Figure 1. Cell classes on the final placement.
Bar = 50 µm.
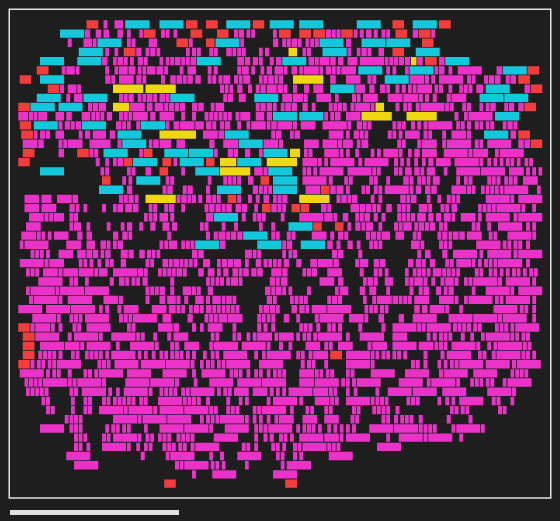
Figure 2. Gate families picked out.
Bar = 50 µm.
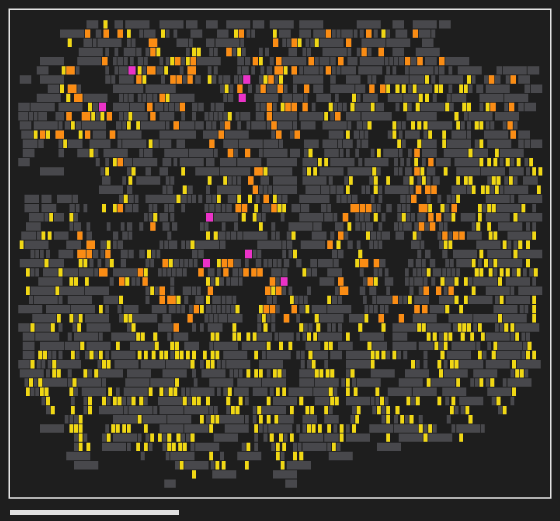
Figure 3. Clock network drawn from the DEF.
Bar = 50 µm.
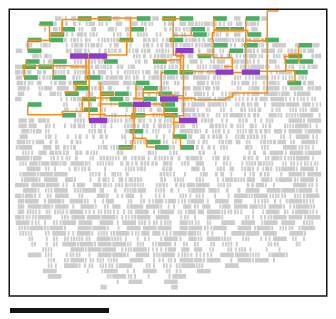
Figure 4. Floorplan with the power grid.
Pins as bars on the die edge. Tap cells in grey.
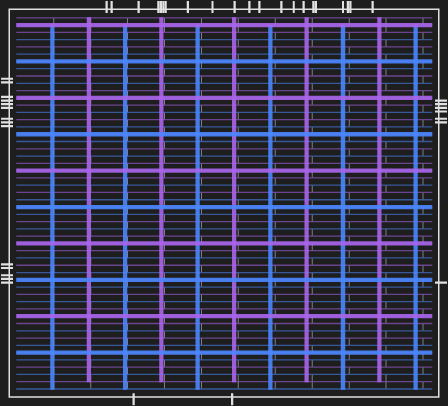
### config.mk
export PLATFORM = sky130hd
export DESIGN_NAME = exp_series_engine
export DESIGN_NICKNAME = d
export VERILOG_FILES = /design/src/rtl/exp_series_engine.sv
export SDC_FILE = /design/constraint.sdc
export NUM_CORES = 1
export LEC_CHECK = 0
export ABC_AREA = 1
export ABC_CLOCK_PERIOD_IN_PS = 7500
export CORE_ASPECT_RATIO = 0.9
export CORE_MARGIN = 2
export CORE_UTILIZATION = 56
export CTS_CLUSTER_DIAMETER = 200
export DETAILED_ROUTE_END_ITERATION = 7
export HOLD_SLACK_MARGIN = 0.05
export PLACE_DENSITY = 0.79
export SLEW_MARGIN = 25
export SYNTH_ARGS = -nofsm -noshare
export SYNTH_HDL_FRONTEND = slang
export SYNTH_SLANG_ARGS = --single-unit
### constraint.sdc
create_clock -name clk -period 7.5 [get_ports clk]
set_input_delay 1.5 -clock clk [delete_from_list [all_inputs] [get_ports clk]]
set_output_delay 1.5 -clock clk [all_outputs]
set_load 0.01 [all_outputs]
### src/rtl/exp_series_engine.sv
// Sequential e^x evaluator: 1 + sum x^i/i!, with each term built recursively
// as term * x * (1/i). The 1/i coefficient comes from an external ROM indexed by ptr.
module exp_series_engine #(
    parameter int N_TERMS = 8
) (
    input  logic        clk,
    input  logic        rst,
    input  logic        start,
    input  logic [7:0]  x,
    input  logic [7:0]  coeff,
    output logic [4:0]  ptr,
    output logic        busy,
    output logic        done,
    output logic [17:0] result
);

    localparam int DATA_W = 8;
    localparam int COEF_W = 8;

    typedef enum logic [2:0] {
        IDLE,
        MULX,
        MULC,
        ACC,
        DONE
    } state_t;

    state_t state, state_next;

    logic [DATA_W-1:0] xr;
    logic [15:0]       term;
    logic [17:0]       acc;
    logic [4:0]        i;
    logic [17:0]       acc_sum;

    // Q2.14 * Q1.7 -> Q3.21; dropping 7 LSBs truncates back to Q2.14.
    function automatic logic [15:0] mul_trunc(input logic [15:0] a,
                                              input logic [COEF_W-1:0] b);
        logic [23:0] prod;
        prod = {8'd0, a} * {16'd0, b};
        return 16'(prod >> 7);
    endfunction

    assign acc_sum = acc + {2'b00, term};

    always_ff @(posedge clk) begin
        if (rst) begin
            state <= IDLE;
        end else begin
            state <= state_next;
        end
    end

    always_comb begin
        state_next = state;
        busy       = 1'b1;
        done       = 1'b0;
        case (state)
            IDLE: begin
                busy = 1'b0;
                if (start) begin
                    state_next = MULX;
                end
            end
            MULX: state_next = MULC;
            MULC: state_next = ACC;
            ACC: begin
                if (i == 5'(N_TERMS)) begin
                    state_next = DONE;
                end else begin
                    state_next = MULX;
                end
            end
            DONE: begin
                done       = 1'b1;
                state_next = IDLE;
            end
            default: begin
                busy       = 1'b0;
                state_next = IDLE;
            end
        endcase
    end

    always_ff @(posedge clk) begin
        if (rst) begin
            xr     <= '0;
            term   <= '0;
            acc    <= '0;
            i      <= 5'd1;
            ptr    <= 5'd1;
            result <= '0;
        end else begin
            case (state)
                IDLE: begin
                    if (start) begin
                        xr   <= x;
                        term <= 16'h4000;
                        acc  <= 18'h04000;
                        i    <= 5'd1;
                        ptr  <= 5'd1;
                    end
                end
                MULX: term <= mul_trunc(term, xr);
                // ptr has held i since the preceding state, so coeff is already 1/i here.
                MULC: term <= mul_trunc(term, coeff);
                ACC: begin
                    acc <= acc_sum;
                    if (i == 5'(N_TERMS)) begin
                        result <= acc_sum;
                    end else begin
                        i   <= i + 5'd1;
                        ptr <= i + 5'd1;
                    end
                end
                default: ;
            endcase
        end
    end

endmodule

==> metrics.yaml <==
cts:
  numCtsBuffers: 9
  cts_buffer_depth: 2
  clkTransAtPathRegs_ns: 0.06
  cts_resized: 0
  holdBufCountCts: 0
  clkLatencyLatePin_ns: 0.34
  cts_root_buffer: "clkbuf_16"
power:
  power_mw: 1.324
min_path:
  holdPathEnd: "result[1]"
  hp-start: "result[1]"
  worstHoldPathType: "flop to flop"
logic_synthesis:
  syn_area_um2: 12260
  yosysTopAreaCell: "fa_1"
  ys_area_um2: 12260
  ys_seq_share_pct: 11.11
  top_logic_kind: "adder cells"
  top_cell_area_share_pct: 26.95
finish:
  instances_no_fill: 2148
  drive_above_1_share_pct: 2.639
  num-fill-cells: 2035
  mostFrequentLayoutCell: "nand2_1"
  final_core_util_pct: 61.09
timing:
  setup_violations: 0
  period_minus_slack_ns: 6.076
  finalCritPeriodShare_pct: 81.01
  setup_tns_ns: 0
  grt_setup_unrepaired: "false"
flow_run:
  warnings: 27
worst_setup_path:
  cp-endpoint: "term[3]"
  required_ns: 7.73
  worst-path-buf-inv: 5
  start_kind: "input pin"
  max_stage_delay_ns: 0.91
placement:
  place_area_um2: 12860
  gp_congestion: 0.9950
detailed_routing:
  wl_per_cell_um: 15.02
  finalWirelength_mm: 32.27
floorplanning:
  fp-utilization_pct: 56.82
outcome:
  status: "complete, no violations"
-- Figure 1 (at the start) --
[combinational and other logic] magenta | cells: 1715 | share of their area: 83%
[flops] cyan | cells: 68 | share of their area: 11%
[clock drivers and dummy loads] yellow | cells: 16 | share of their area: 2.4%
[other buffers and delay cells] red | cells: 58 | share of their area: 4.2%

-- Figure 2 (at the start) --
[AND and OR gates] magenta | cells: 8
[inverters] yellow | cells: 498 | where: all over the die
[inverting AOI/OAI gates] orange | cells: 152

-- Figure 3 (at the start) --
[clock wires] orange | length: 991 µm
[clock drivers] purple | count: 9
[flip-flops] green | count: 68
routed clock nets: 10

-- Figure 4 (at the start) --
[VSS] blue
[VDD] purple
met5 straps: 10
met4 straps: 11
rows: 51

[routing by layer]
| layer | global-route usage (%) | routed length, µm | up-vias |
|---|---|---|---|
| met5 | 0 | 0 | - |
| met4 | 9.246 | 1006 | 0 |
| met3 | 4.015 | 2249 | 80 |
| met2 | 51.36 | 15070 | 400 |
| met1 | 37.96 | 13940 | 5293 |
| li1 | - | - | 5441 |
[synthesized netlist by cell type]
master / count
fa_1: 165
a21oi_1: 88
xnor2_1: 6
xor2_1: 6
nand3_1: 91
nand4_1: 14
nand3b_1: 13
nand2b_1: 2
nor3b_1: 2
o21a_1: 4
nor2_1: 104
a31o_2: 1
or2_0: 1
nor2_4: 1
a211oi_1: 1
clkbuf_2: 2
buf_4: 1
nand2_2: 6
inv_2: 3
o21ai_0: 41
a21boi_0: 3
and3_1: 1
o31ai_1: 3
o211ai_1: 4
or2_2: 5
dfxtp_1: 68
nor3_1: 10
clkbuf_1: 67
clkinv_1: 1
a21o_1: 9
nand3_4: 1
nand2_1: 525
ha_1: 96
buf_2: 2
buf_1: 5
nand3_2: 1
o21bai_1: 7
or3_1: 1
o21ai_1: 5
inv_1: 494
[cell type report]
| type | instances | share of cell area [%] |
|---|---|---|
| Sequential cell | 68 | 10.33 |
| Inverter | 498 | 14.19 |
| Clock buffer | 11 | 1.918 |
| Timing Repair Buffer | 58 | 4.121 |
| Multi-Input combinational cell | 1217 | 66.23 |
| Clock inverter | 5 | 0.4463 |
| Tap cell | 291 | 2.763 |
[report_power, final]
part           switching [mW]  internal [mW]  total [mW]
clock network           0.166          0.276       0.442
registers              0.0606          0.376       0.437
logic                   0.284          0.161       0.445
[logic make-up after synthesis]
logic type / Yosys count
flops: 68
simple gates: 778
xor+xnor: 12
compound gates: 166
buf+inv: 575
fa+ha+maj: 261
Power is estimated from default activity; no workload was simulated.
